### Cell outlines without signal wires

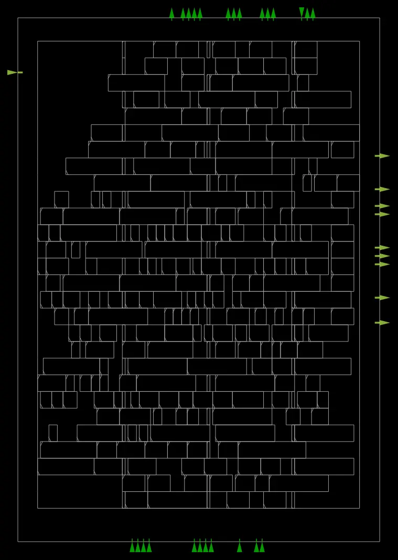
### Routed clock nets over the placement

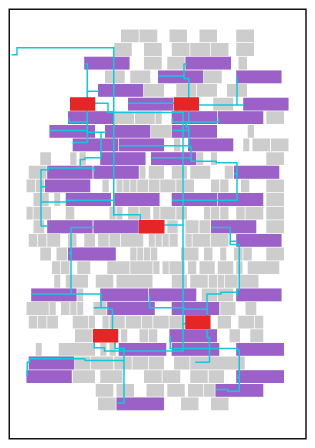
### Layout detail

Scale bar: 10 um. Window x 17 to 42, y 13 to 38 um. Cells in gray, sequential cells in the stronger gray; small squares are vias.
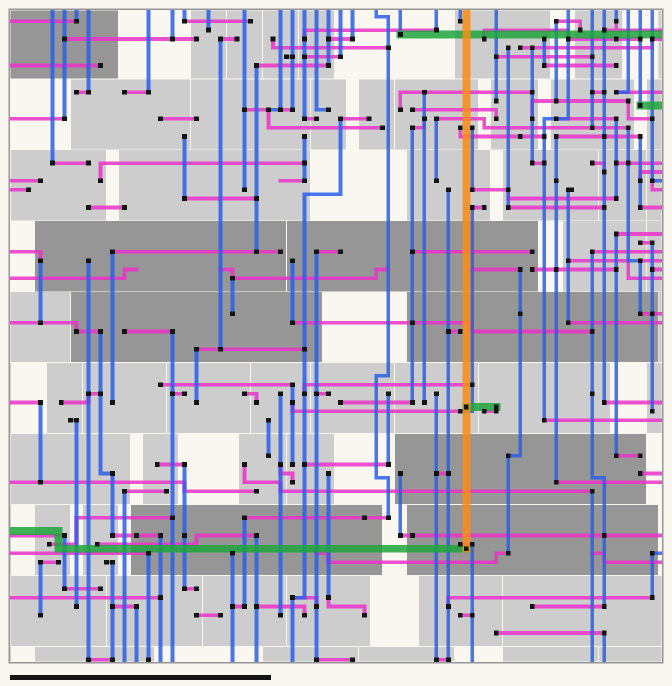
### Wiring heat map

The die is cut into 12 by 17 equal tiles; black is low, pale yellow is high, scaled to the fullest tile. Values are wire area over tile area, all layers added.
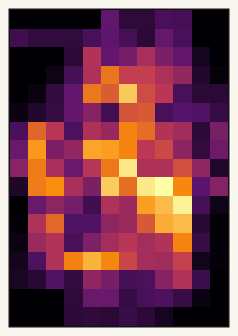
File: src/rtl/seg_scan_if.sv
`default_nettype none
// ============================================================================
//  Module      : seg_scan_if
//  Description : Bundle between a multiplexed 7-segment scan source and the
//                seg_scan_decoder. The master drives the anode enables and
//                segment pattern. The slave returns decoded digits and status.
//  Revision    : 1.0 - initial release
// ============================================================================
interface seg_scan_if;
  logic [3:0] an;          // anode enables, active-low
  logic [6:0] seg;         // {g,f,e,d,c,b,a}, active-low
  logic [3:0] digit0;
  logic [3:0] digit1;
  logic [3:0] digit2;
  logic [3:0] digit3;
  logic [3:0] valid;
  logic       err_pulse;
  logic       frame_done;

  modport master (
    output an, seg,
    input  digit0, digit1, digit2, digit3, valid, err_pulse, frame_done
  );

  modport slave (
    input  an, seg,
    output digit0, digit1, digit2, digit3, valid, err_pulse, frame_done
  );
endinterface
`default_nettype wire

File: src/rtl/seg_scan_decoder.sv
`default_nettype none
// ============================================================================
//  Module      : seg_scan_decoder
//  Description : Recovers four BCD digits from a scanned, multiplexed 7-segment
//                display. Each anode slot must be stable for STABLE_CYCLES
//                samples before it is accepted and decoded. Unknown patterns
//                raise err_pulse. frame_done pulses once all four positions
//                have been seen.
//  Revision    : 1.0 - initial release
// ============================================================================
module seg_scan_decoder #(
  parameter int unsigned STABLE_CYCLES = 4    // legal range 1..255
) (
  input  logic      clk,
  input  logic      rst_n,
  seg_scan_if.slave bus
);

  localparam logic [7:0]  c_stable      = 8'(STABLE_CYCLES);
  localparam logic [10:0] c_sample_idle = 11'h7FF;
  localparam logic [7:0]  c_count_max   = 8'hFF;

  // Registered state
  logic [10:0] r_sample;        // {an, seg} seen on the previous edge
  logic [7:0]  r_count;         // saturating stability counter
  logic        r_armed;         // slot may still be accepted
  logic [3:0]  r_seen;          // positions accepted in the current frame
  logic        r_err_pulse;
  logic        r_frame_done;

  // Combinational helpers
  logic [10:0] w_in;
  logic        w_in_sel;
  logic        w_in_same;
  logic [3:0]  w_pos;
  logic        w_accept;
  logic        w_hit;
  logic [3:0]  w_value;
  logic [3:0]  w_seen_next;
  logic        w_frame_full;
  logic [3:0]  w_digit [4];
  logic [3:0]  w_valid;

  assign w_in      = {bus.an, bus.seg};
  assign w_in_sel  = $onehot(~bus.an);
  assign w_in_same = (w_in == r_sample);

  // Position of the registered sample, active-high one-hot
  assign w_pos    = ~r_sample[10:7];
  // Counter value is produced by the edge that saw the sample, so the
  // decision is made here and the outputs follow on the next edge.
  assign w_accept = r_armed && (r_count == c_stable) && $onehot(w_pos);

  assign w_seen_next  = r_seen | w_pos;
  assign w_frame_full = (w_seen_next == 4'hF);

  // Sample register, stability counter and one-shot arming
  always_ff @(posedge clk or negedge rst_n) begin
    if (!rst_n) begin
      r_sample <= c_sample_idle;
      r_count  <= 8'd0;
      r_armed  <= 1'b1;
    end else begin
      r_sample <= w_in;
      if (!w_in_sel) begin
        r_count <= 8'd0;
        r_armed <= 1'b1;
      end else if (!w_in_same) begin
        r_count <= 8'd1;
        r_armed <= 1'b1;
      end else begin
        if (r_count != c_count_max) begin
          r_count <= r_count + 8'd1;
        end
        if (w_accept) begin
          r_armed <= 1'b0;
        end
      end
    end
  end

  // Segment pattern to BCD lookup; anything else is a miss
  always_comb begin
    w_hit   = 1'b1;
    w_value = 4'd0;
    case (r_sample[6:0])
      7'b1000000: w_value = 4'd0;
      7'b1111001: w_value = 4'd1;
      7'b0100100: w_value = 4'd2;
      7'b0110000: w_value = 4'd3;
      7'b0011001: w_value = 4'd4;
      7'b0010010: w_value = 4'd5;
      7'b0000010: w_value = 4'd6;
      7'b1111000: w_value = 4'd7;
      7'b0000000: w_value = 4'd8;
      7'b0010000: w_value = 4'd9;
      default:    w_hit   = 1'b0;
    endcase
  end

  // Error/frame pulses and the per-frame seen mask
  always_ff @(posedge clk or negedge rst_n) begin
    if (!rst_n) begin
      r_seen       <= 4'h0;
      r_err_pulse  <= 1'b0;
      r_frame_done <= 1'b0;
    end else begin
      r_err_pulse  <= w_accept && !w_hit;
      r_frame_done <= w_accept && w_frame_full;
      if (w_accept) begin
        r_seen <= w_frame_full ? 4'h0 : w_seen_next;
      end
    end
  end

  generate
    for (genvar k = 0; k < 4; k++) begin : g_pos
      logic [3:0] r_digit;
      logic       r_valid;

      // Capture a decoded value for this position; a miss keeps the old digit
      always_ff @(posedge clk or negedge rst_n) begin
        if (!rst_n) begin
          r_digit <= 4'd0;
          r_valid <= 1'b0;
        end else if (w_accept && w_pos[k]) begin
          if (w_hit) begin
            r_digit <= w_value;
          end
          r_valid <= w_hit;
        end
      end

      assign w_digit[k] = r_digit;
      assign w_valid[k] = r_valid;
    end
  endgenerate

  assign bus.digit0     = w_digit[0];
  assign bus.digit1     = w_digit[1];
  assign bus.digit2     = w_digit[2];
  assign bus.digit3     = w_digit[3];
  assign bus.valid      = w_valid;
  assign bus.err_pulse  = r_err_pulse;
  assign bus.frame_done = r_frame_done;

endmodule
`default_nettype wire

File: src/flat_wrapper.sv
// flat-port wrapper written by rule: the top's interface ports become plain ports
module seg_scan_decoder_flat 
#(
  parameter int unsigned STABLE_CYCLES = 4                         
)
  (clk, rst_n, bus_an, bus_seg, bus_digit0, bus_digit1, bus_digit2, bus_digit3, bus_valid, bus_err_pulse, bus_frame_done);
  seg_scan_if bus_i ();
  input  logic clk;
  input  logic rst_n;
  input wire logic [$bits(bus_i.an)-1:0] bus_an;
  input wire logic [$bits(bus_i.seg)-1:0] bus_seg;
  output wire logic [$bits(bus_i.digit0)-1:0] bus_digit0;
  output wire logic [$bits(bus_i.digit1)-1:0] bus_digit1;
  output wire logic [$bits(bus_i.digit2)-1:0] bus_digit2;
  output wire logic [$bits(bus_i.digit3)-1:0] bus_digit3;
  output wire logic [$bits(bus_i.valid)-1:0] bus_valid;
  output wire logic [$bits(bus_i.err_pulse)-1:0] bus_err_pulse;
  output wire logic [$bits(bus_i.frame_done)-1:0] bus_frame_done;
  assign bus_i.an = bus_an;
  assign bus_i.seg = bus_seg;
  assign bus_digit0 = bus_i.digit0;
  assign bus_digit1 = bus_i.digit1;
  assign bus_digit2 = bus_i.digit2;
  assign bus_digit3 = bus_i.digit3;
  assign bus_valid = bus_i.valid;
  assign bus_err_pulse = bus_i.err_pulse;
  assign bus_frame_done = bus_i.frame_done;
  seg_scan_decoder #(.STABLE_CYCLES(STABLE_CYCLES)) u_core (.clk(clk), .rst_n(rst_n), .bus(bus_i));
endmodule
File: config.mk
export PLATFORM = sky130hd
export DESIGN_NAME = seg_scan_decoder_flat
export DESIGN_NICKNAME = d
export VERILOG_FILES = /design/src/rtl/seg_scan_if.sv /design/src/rtl/seg_scan_decoder.sv /design/src/flat_wrapper.sv
export SDC_FILE = /design/constraint.sdc
export NUM_CORES = 1
export LEC_CHECK = 0
export CAP_MARGIN = 5
export CORE_ASPECT_RATIO = 1.5
export CORE_MARGIN = 3
export CORE_UTILIZATION = 55
export DETAILED_ROUTE_END_ITERATION = 10
export PLACE_DENSITY = 0.86
export SYNTH_ARGS = -nofsm -noshare
export SYNTH_HDL_FRONTEND = slang
export SYNTH_SLANG_ARGS = --single-unit
File: constraint.sdc
create_clock -name clk -period 5.2 [get_ports clk]
set_input_delay 1.04 -clock clk [delete_from_list [all_inputs] [get_ports clk]]
set_output_delay 1.04 -clock clk [all_outputs]
set_load 0.01 [all_outputs]
==> impl_metrics.yaml <==
# flow metrics
cts:
  h-tree-depth: 2
  numCtsBuffers: 5
  clock_path_buffers: 2
  cts_setup_buffers: 0
  path_clk_slew_ps: 90
  root_buffer: "clkbuf_8"
  cts_resized: 0
  tritoncts: "done"
  clock-sinks: 46
global_route:
  met3_usage_pct: 5.02
  grt_pass1_wl_um: 7870
  antenna_found_initial: 0
  use_met2_pct: 33.8
  grt_max_degree: 47
  top_usage_layer: "met2"
finish:
  clkbuf_count: 6
  mi_logic_area_um2: 1030
  antenna_cells: 0
  seq_area_share_pct: 42.6
  clk_share_pct: 4.02
  final_core_util_pct: 68.6
  n_fill_cell: 325
  nFlopsAndLatches: 46
  comb.multi_input.count: 141
  signal_buffers: 34
  final_cell_mix: "34 x dfrtp_1, 33 x clkdlybuf4s50_1, 21 x nor2_1"
  layout_top_cell: "dfrtp_1"
  inverters: 12
  area.growth.synth_to_final_pct: 18.5
placed_design:
  place_ws_ps: 1580
  hpwl_um: 3340
  place_congestion: 0.785
  portBuffers: 34
synth:
  syn-num-nets: 235
  post-synth-top-area-cell: "dfrtp_1"
  netlist_area_um2: 2310
  postSynthSeqShare_pct: 50.4
  flop_cell: "dfrtp_1"
  synth_warnings: 0
  top_area_share_pct: 36.8
  async_flop_share_pct: 100
  ys_cells: 212
  netlist_instances: 212
  ys_types: 47
  edf_count: 0
critical_path:
  rr_worst_depth: 9
  worstPathArrival_ps: 3490
  cp_common_cell: "ha_1"
  timing_worst_setup_path_type: "in2reg"
  required_ps: 5410
  critical_path_depth: 7
  crit_chain: "clkdlybuf4s50_1, inv_1, ha_1, ha_1, fa_1, or4b_1, a211oi_1"
  critPathMaxStageDelay_ps: 690
  startpoint: "bus_an[0]"
  r2r-end: "u_core.bus.digit2[3]$_DFFE_PN0P_"
  cp-start-kind: "primary input"
  cp_slowest_cell: "or4b_1"
  r2r_start: "u_core.r_sample[9]$_DFF_PN1_"
floorplan:
  chip_area_um2: 5030
  fp_util_pct: 57.9
  ioPinCount: 35
  tapCellCount: 45
  die_height_um: 85.4
  fp.dieW_um: 58.9
detailed_routing:
  routed.top_layer: "met4"
  drt_iter0_markers: 100
  firstDrtPassIters: 4
  wl_met3_um: 154
  drc_errors: 0
hold_path:
  hold_class: "reg2reg"
  worstHoldPathCells: 2
  hold_start: "u_core.g_pos[1].r_valid$_DFFE_PN0P_"
timing:
  rsz0062_at_grt: "false"
  period_needed_ps: 3280
  setup_slack_ps: 1920
  fin_crit_sh_pct: 63.1
  setup-violations-final: 0
  tightest_slew_ps: 974
  maxSlewHeadroom_pct: 35.1
  slew_violations: 0
run:
  drv_cap: 0
  warnings: 27
power_and_ir_drop:
  p_per_area_nw_per_um2: 254
  seqPwrFrac_pct: 54.3
  p_seq_uw: 378
  p_total_uw: 696
  p_switching_uw: 159
  switching_share_pct: 22.8
  powerComb_uw: 54.5
status:
  status: "finished, final reports clean"
## Picture notes: 'Cell outlines without signal wires'
core region area: 3990 um2
Layout Cells excl Fill: 286

## Picture notes: 'Routed clock nets over the placement'
red -> cells driving clock nets  # count 5
purple -> flip-flops  # count 46
cyan -> clock wires  # length 547 um
flops lie = spread over the die
routed clock nets = 6
Clock power frac: 37.9%
Clock group: 264 uW
final clock skew: 5.58 ps
Clock Latency Late Sink: 300 ps

## Picture notes: 'Layout detail'
blue -> met2
magenta -> met1
orange -> met4
green -> met3
cells with their middle in the window = 46
netlist names of flops here include = u_core.r_sample (7)
sequential cells in the window = 7
most frequent = xor2_1 (8), inv_1 (7), dfstp_2 (7)

## Picture notes: 'Wiring heat map'
fullest tile = 0.45
nearly empty tiles = 16%
emptiest ninth of the die = upper left
tiles over half the peak = 20%
densest ninth of the die = center
Via Count: 1647
WL per Instance: 15.7 um
total routed wirelength: 4480 um
Global Route Usage Sum: 20.7%

==> flip-flops by register name, indices dropped and copies added (netlist names) <==
signal	flops
u_core.r_sample	11
u_core.r_count	8
u_core.bus.digit0	4
u_core.bus.digit1	4
u_core.bus.digit2	4
u_core.bus.digit3	4
u_core.g_pos.r_valid	4
u_core.r_seen	4
u_core.bus.err_pulse	1
u_core.bus.frame_done	1
u_core.r_armed	1
==> logic make-up after synthesis <==
family                     synth area share (%)
muxes                                      6.28
buffers and inverters                      5.19
adders and majority gates                  6.06
DFF                                        50.4
AOI/OAI and AO/OA                          8.44
and+or+nand+nor                            19.0
xor gates and xnor gates                   4.55
Power and IR drop assume default switching activity.
